### config.mk
export PLATFORM = sky130hd
export DESIGN_NAME = fpu_mul_arbiter
export DESIGN_NICKNAME = d
export VERILOG_FILES = /design/src/rtl/fpu_mul_arbiter.sv
export SDC_FILE = /design/constraint.sdc
export NUM_CORES = 1
export LEC_CHECK = 0
export ABC_AREA = 1
export ABC_CLOCK_PERIOD_IN_PS = 1600
export CAP_MARGIN = 20
export CORE_MARGIN = 2
export CORE_UTILIZATION = 40
export DETAILED_ROUTE_END_ITERATION = 10
export HOLD_SLACK_MARGIN = 0.08
export PLACE_DENSITY = 0.85
export SYNTH_ARGS = -nofsm -noshare
export SYNTH_HDL_FRONTEND = slang
export SYNTH_SLANG_ARGS = --single-unit
### constraint.sdc
create_clock -name sys_clk -period 1.6 [get_ports sys_clk]
set_input_delay 0.32 -clock sys_clk [delete_from_list [all_inputs] [get_ports sys_clk]]
set_output_delay 0.32 -clock sys_clk [all_outputs]
set_load 0.02 [all_outputs]
### src/rtl/fpu_mul_arbiter.sv
// Shares one floating-point multiply unit between two requesters, round-robin arbitrated.
// Latency: accept at T, mu_trig at T+1, response the cycle after mu_vld (T+3 minimum).
// Backpressure: one transaction in flight, and requests wait in IDLE; responses cannot be stalled.
//
// Ports:
//   sys_clk, sys_rst            clock and synchronous active-high reset
//   reqN_vld/rdy, reqN_a/b      requester N operand handshake (rdy is combinational in IDLE)
//   rspN_vld/data/err           one-cycle result pulse to requester N (err = timeout substitute)
//   mu_data1/2, mu_trig         operands and start pulse to the multiply unit
//   mu_data, mu_vld             multiply unit result
//   busy                        high whenever the FSM is not in IDLE
// Build option: define FPU_MUL_ARBITER_TIMEOUT_EN to enable the WAIT-state timeout
// (TIMEOUT_CYCLES WAIT cycles without mu_vld returns quiet NaN 0x7FC00000 with err=1).
`timescale 1ns/1ps

module fpu_mul_arbiter #(
    parameter int TIMEOUT_CYCLES = 64
) (
    input  logic        sys_clk,
    input  logic        sys_rst,
    input  logic        req0_vld,
    output logic        req0_rdy,
    input  logic [31:0] req0_a,
    input  logic [31:0] req0_b,
    input  logic        req1_vld,
    output logic        req1_rdy,
    input  logic [31:0] req1_a,
    input  logic [31:0] req1_b,
    output logic        rsp0_vld,
    output logic [31:0] rsp0_data,
    output logic        rsp0_err,
    output logic        rsp1_vld,
    output logic [31:0] rsp1_data,
    output logic        rsp1_err,
    output logic [31:0] mu_data1,
    output logic [31:0] mu_data2,
    output logic        mu_trig,
    input  logic [31:0] mu_data,
    input  logic        mu_vld,
    output logic        busy
);

    if (TIMEOUT_CYCLES < 2 || TIMEOUT_CYCLES > 255) begin : g_bad_timeout
        $error("TIMEOUT_CYCLES must lie in 2..255");
    end

    typedef enum logic [1:0] {IDLE, ISSUE, WAIT, RESP} state_t;

    state_t state;
    logic   ptr;      // requester that wins when both are valid
    logic   owner;    // requester of the transaction in flight
    logic   gnt_any;
    logic   gnt_sel;

    // A lone valid requester always wins; the pointer only breaks ties.
    always_comb begin
        gnt_any = req0_vld | req1_vld;
        if (req0_vld && req1_vld) begin
            gnt_sel = ptr;
        end else begin
            gnt_sel = req1_vld;
        end
    end

    // Gated by reset so nothing is accepted on the cycle the FSM is being cleared.
    assign req0_rdy = !sys_rst && (state == IDLE) && gnt_any && !gnt_sel;
    assign req1_rdy = !sys_rst && (state == IDLE) && gnt_any &&  gnt_sel;

    logic        wait_done;
    logic [31:0] res_data;

`ifdef FPU_MUL_ARBITER_TIMEOUT_EN
    localparam logic [7:0]  TMO_LAST = 8'(TIMEOUT_CYCLES - 1);
    localparam logic [31:0] QNAN     = 32'h7FC0_0000;

    logic [7:0] tmo_cnt;   // WAIT cycles already spent, 0 on the first WAIT cycle
    logic       tmo_hit;
    logic       res_err;

    // A real result arriving on the limit cycle takes precedence over the timeout.
    always_comb begin
        tmo_hit   = !mu_vld && (tmo_cnt == TMO_LAST);
        wait_done = mu_vld || tmo_hit;
        res_data  = tmo_hit ? QNAN : mu_data;
        res_err   = tmo_hit;
    end
`else
    always_comb begin
        wait_done = mu_vld;
        res_data  = mu_data;
    end

    assign rsp0_err = 1'b0;
    assign rsp1_err = 1'b0;
`endif

    always_ff @(posedge sys_clk) begin
        if (sys_rst) begin
            state     <= IDLE;
            ptr       <= 1'b0;
            owner     <= 1'b0;
            busy      <= 1'b0;
            mu_trig   <= 1'b0;
            mu_data1  <= '0;
            mu_data2  <= '0;
            rsp0_vld  <= 1'b0;
            rsp1_vld  <= 1'b0;
            rsp0_data <= '0;
            rsp1_data <= '0;
`ifdef FPU_MUL_ARBITER_TIMEOUT_EN
            rsp0_err  <= 1'b0;
            rsp1_err  <= 1'b0;
            tmo_cnt   <= '0;
`endif
        end else begin
            mu_trig  <= 1'b0;
            rsp0_vld <= 1'b0;
            rsp1_vld <= 1'b0;

            case (state)
                IDLE: begin
                    if (gnt_any) begin
                        owner    <= gnt_sel;
                        ptr      <= ~gnt_sel;
                        mu_data1 <= gnt_sel ? req1_a : req0_a;
                        mu_data2 <= gnt_sel ? req1_b : req0_b;
                        mu_trig  <= 1'b1;
                        busy     <= 1'b1;
                        state    <= ISSUE;
                    end
                end
                ISSUE: begin
                    state <= WAIT;
                end
                WAIT: begin
                    if (wait_done) begin
                        state <= RESP;
                        if (owner) begin
                            rsp1_vld  <= 1'b1;
                            rsp1_data <= res_data;
`ifdef FPU_MUL_ARBITER_TIMEOUT_EN
                            rsp1_err  <= res_err;
`endif
                        end else begin
                            rsp0_vld  <= 1'b1;
                            rsp0_data <= res_data;
`ifdef FPU_MUL_ARBITER_TIMEOUT_EN
                            rsp0_err  <= res_err;
`endif
                        end
                    end
                end
                RESP: begin
                    state    <= IDLE;
                    busy     <= 1'b0;
                    mu_data1 <= '0;
                    mu_data2 <= '0;
                end
                default: begin
                    state <= IDLE;
                    busy  <= 1'b0;
                end
            endcase

`ifdef FPU_MUL_ARBITER_TIMEOUT_EN
            tmo_cnt <= (state == WAIT) ? tmo_cnt + 8'd1 : 8'd0;
`endif
        end
    end

endmodule

Fig. 1: floorplan with the power grid
The bar under the picture is 50 um long. Pins as bars on the die edge.
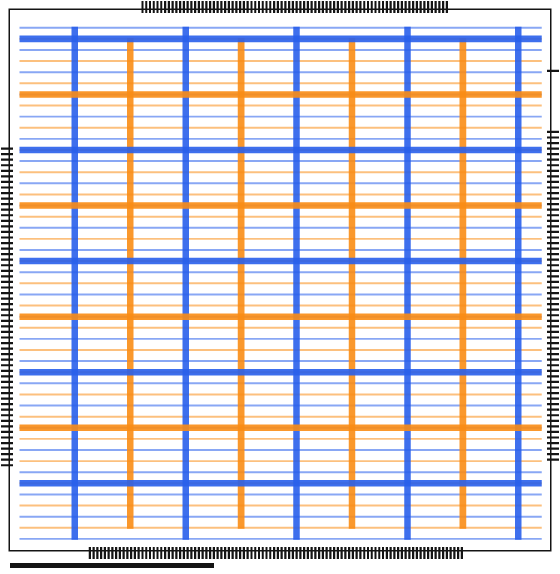
[orange] VDD
[blue] VSS
met5 straps: 9
signal pins: 301
met1 rails: 47
met4 straps: 9
rows: 46

Fig. 2: placement by cell class
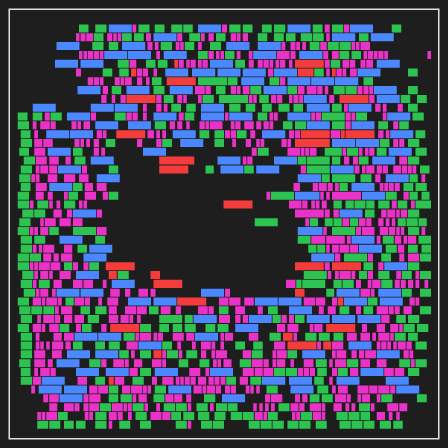
[magenta] remaining logic cells | cells: 620 | share of their area: 35%
[blue] registers | cells: 136 | share of their area: 27%
[red] clock drivers and dummy loads | cells: 32 | share of their area: 5.6%
[green] remaining buffers and delay cells | cells: 340 | share of their area: 33%

==> summary.txt <==
Implementation results

Between the synthesized netlist and the finished layout, the area growth was recorded as 59.1%. The most prevalent standard cell on the critical path is inv_2. The met2 track demand over resource in global routing is between 40% and 50%.

The headroom to the max-slew limit is between 50% and 60%. The cell area after synthesis is between 6000 and 7000 um^2. The number of buffers and inverters on the critical path is 4. The initial antenna violation count is 0.

The area taken by flip-flops and latches is ~2700 um^2. The I/O pin count is ~300. The region available for standard cell placement spans about 16000 um^2. The first-pass GRT wire length is around 35 mm. The final hold violation count is 0. For this design, Yosys synthesis ends with a cell count of 830. The number of warnings reported in the stage logs is 30. For reference, the critical path cell chain is inv_2 -> ha_4 -> inv_4 -> nor2_4 -> inv_2 -> nor3_2 -> buf_4. The smallest clock period supported by the final layout is computed as approximately 1.7 ns. The kind of end point of the critical path is an output port. Per the post-synthesis stats, the area per cell is 7.92 um^2.

The setup-violating endpoint count in the final report is 9. The part of the Yosys area used for sequential elements is about two fifths. According to the CTS report, the clock sink count is about 140. The number of routed nets with antenna violations is 0. The most frequently used flop master after synthesis is dfxtp_1. The most common cell in the synthesized netlist is dfxtp_1. The worst-case hold slack is 0.153 ns.

STA classifies the critical path startpoint as a flop. The run finished, with violations left. The slack of the critical path is -0.146 ns. The arrival time of data at the worst endpoint is listed as roughly 1.4 ns. The met3 usage in global routing is between 6 and 7%. The checks that failed: setup timing. After floorplanning, the core was divided into about 46 placement rows. For this run, global-route usage on met1 was measured as 27.9%. According to the hold report, the worst path is of the input pin to flop type. The later pin in the worst-skew pair is clocked with a latency of roughly 0.42 ns. The ratio of cells with drive above 1 in the final layout is 19.1%.

Per the detail_route report, vias per standard cell equal 5.22. Setup repair after global routing could not meet its margin everywhere. From left edge to right edge, the die measures around 130 um.
Fig. 3: clock wires, drivers and flops
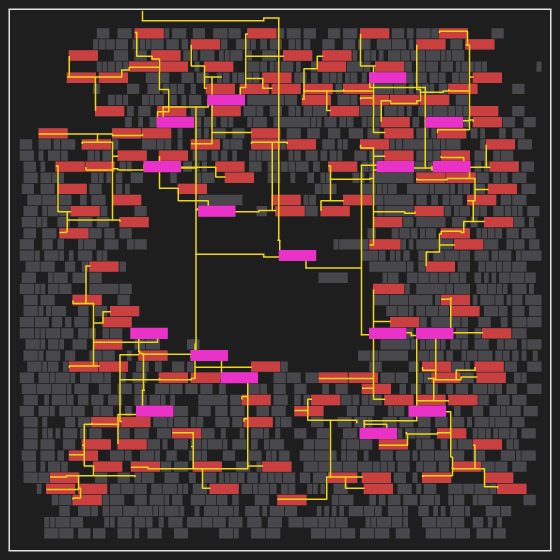
[magenta] clock-net drivers | count: 17
[red] flip-flops | count: 136
[yellow] clock wires | length: 1700 um
routed clock nets: 18

[path summary, 6_finish.rpt]
kind	slack [ns]	start	endpoint	depth (start not counted)
worst max register to register	-0.02	state[1]$_SDFFE_PP0P_	mu_data1[8]$_SDFFE_PP0P_	8
worst min register to register	0.46	rsp1_data[2]$_SDFFE_PP0P_	rsp1_data[2]$_SDFFE_PP0P_	2
worst max-delay path	-0.15	state[1]$_SDFFE_PP0P_	req0_rdy	7
worst min-delay path	0.15	sys_rst	mu_data1[28]$_SDFFE_PP0P_	2
[worst reg2reg max path, stage by stage, from the launching register on]
cell and delay, ns:
dfxtp_2 0.33, inv_2 0.05, ha_4 0.17, inv_4 0.08
nor2_4 0.04, inv_2 0.07, clkbuf_8 0.39, nand3_1 0.24
a21oi_2 0.17
[registers in the layout, indices dropped and copies added (netlist names)]
register and flops:
ptr 1, rsp0_vld 1, state 2, mu_data1 32, busy 1, rsp1_data 32
owner 1, rsp0_data 32, rsp1_vld 1, mu_data2 32, mu_trig 1
[stage by stage]
stage               setup WS, ns  TNS (ns)  cell area, um^2  utilization, %
CTS                       -0.133    -0.502            10300            64.5
finish                    -0.146    -0.331            10500            65.4
global placement          -0.479    -26.40             9820            61.4
detailed placement        -0.527    -33.13             9820            61.4
floorplan                 0.0216         0             6580               -
global route              -0.219     -5.30            10500            65.4
[cells in the final DEF, fill, tap and decap left out, types with 3 or more instances in the layout]
cell,synthesis,layout
clkbuf_1,17,3
nor2_4,0,4
clkdlybuf4s50_1,0,162
nor2_2,1,14
buf_6,2,3
nand3_1,111,111
buf_4,3,26
dlygate4sd2_1,0,132
clkbuf_16,0,19
o21ai_0,34,33
clkinvlp_4,0,3
inv_1,73,69
a21oi_2,50,53
a21oi_1,51,48
nand2_2,0,6
nor2_1,70,53
nand3b_1,64,64
clkinv_4,0,3
clkinv_2,0,3
inv_2,2,4
buf_12,5,12
nand2_1,106,99
nand3_2,50,50
dfxtp_1,136,134
[area by class of cell]
type,instances,area share (%)
repair buffers,340,31.8
clock buffers,21,4.31
multi-input cells,545,31.3
flip-flops and latches,136,26.1
clock inverters,11,1.18
inverters,75,2.76
well taps,216,2.58
[cells by family after synthesis]
logic type	Yosys count	share of synthesized area (%)
compound gates	136	13.2
fa+ha+maj	3	0.571
buf+inv	150	10.9
flops	136	41.4
other cells	1	0.0571
simple gates	404	33.8
[timing repair]
item	CTS	global route
buffers inserted	4	1
setup endpoints to repair	202	132
gates resized	164	32
gates cloned	0	2
endpoints found under the hold margin	0	0
pin swaps	3	2
[routing by layer]
layer / vias to the layer above / part of all wire [%]
met5: - / 0
met4: 0 / 3.4
met3: 59 / 7.6
met2: 292 / 51
met1: 3359 / 38
li1: 3305 / -
[power by group]
| group | switching [mW] | internal (mW) | total, mW |
|---|---|---|---|
| logic | 3.56 | 2.55 | 6.11 |
| clock network | 1.48 | 2.33 | 3.81 |
| registers | 0.324 | 4.05 | 4.37 |
| total | 5.37 | 8.93 | 14.3 |
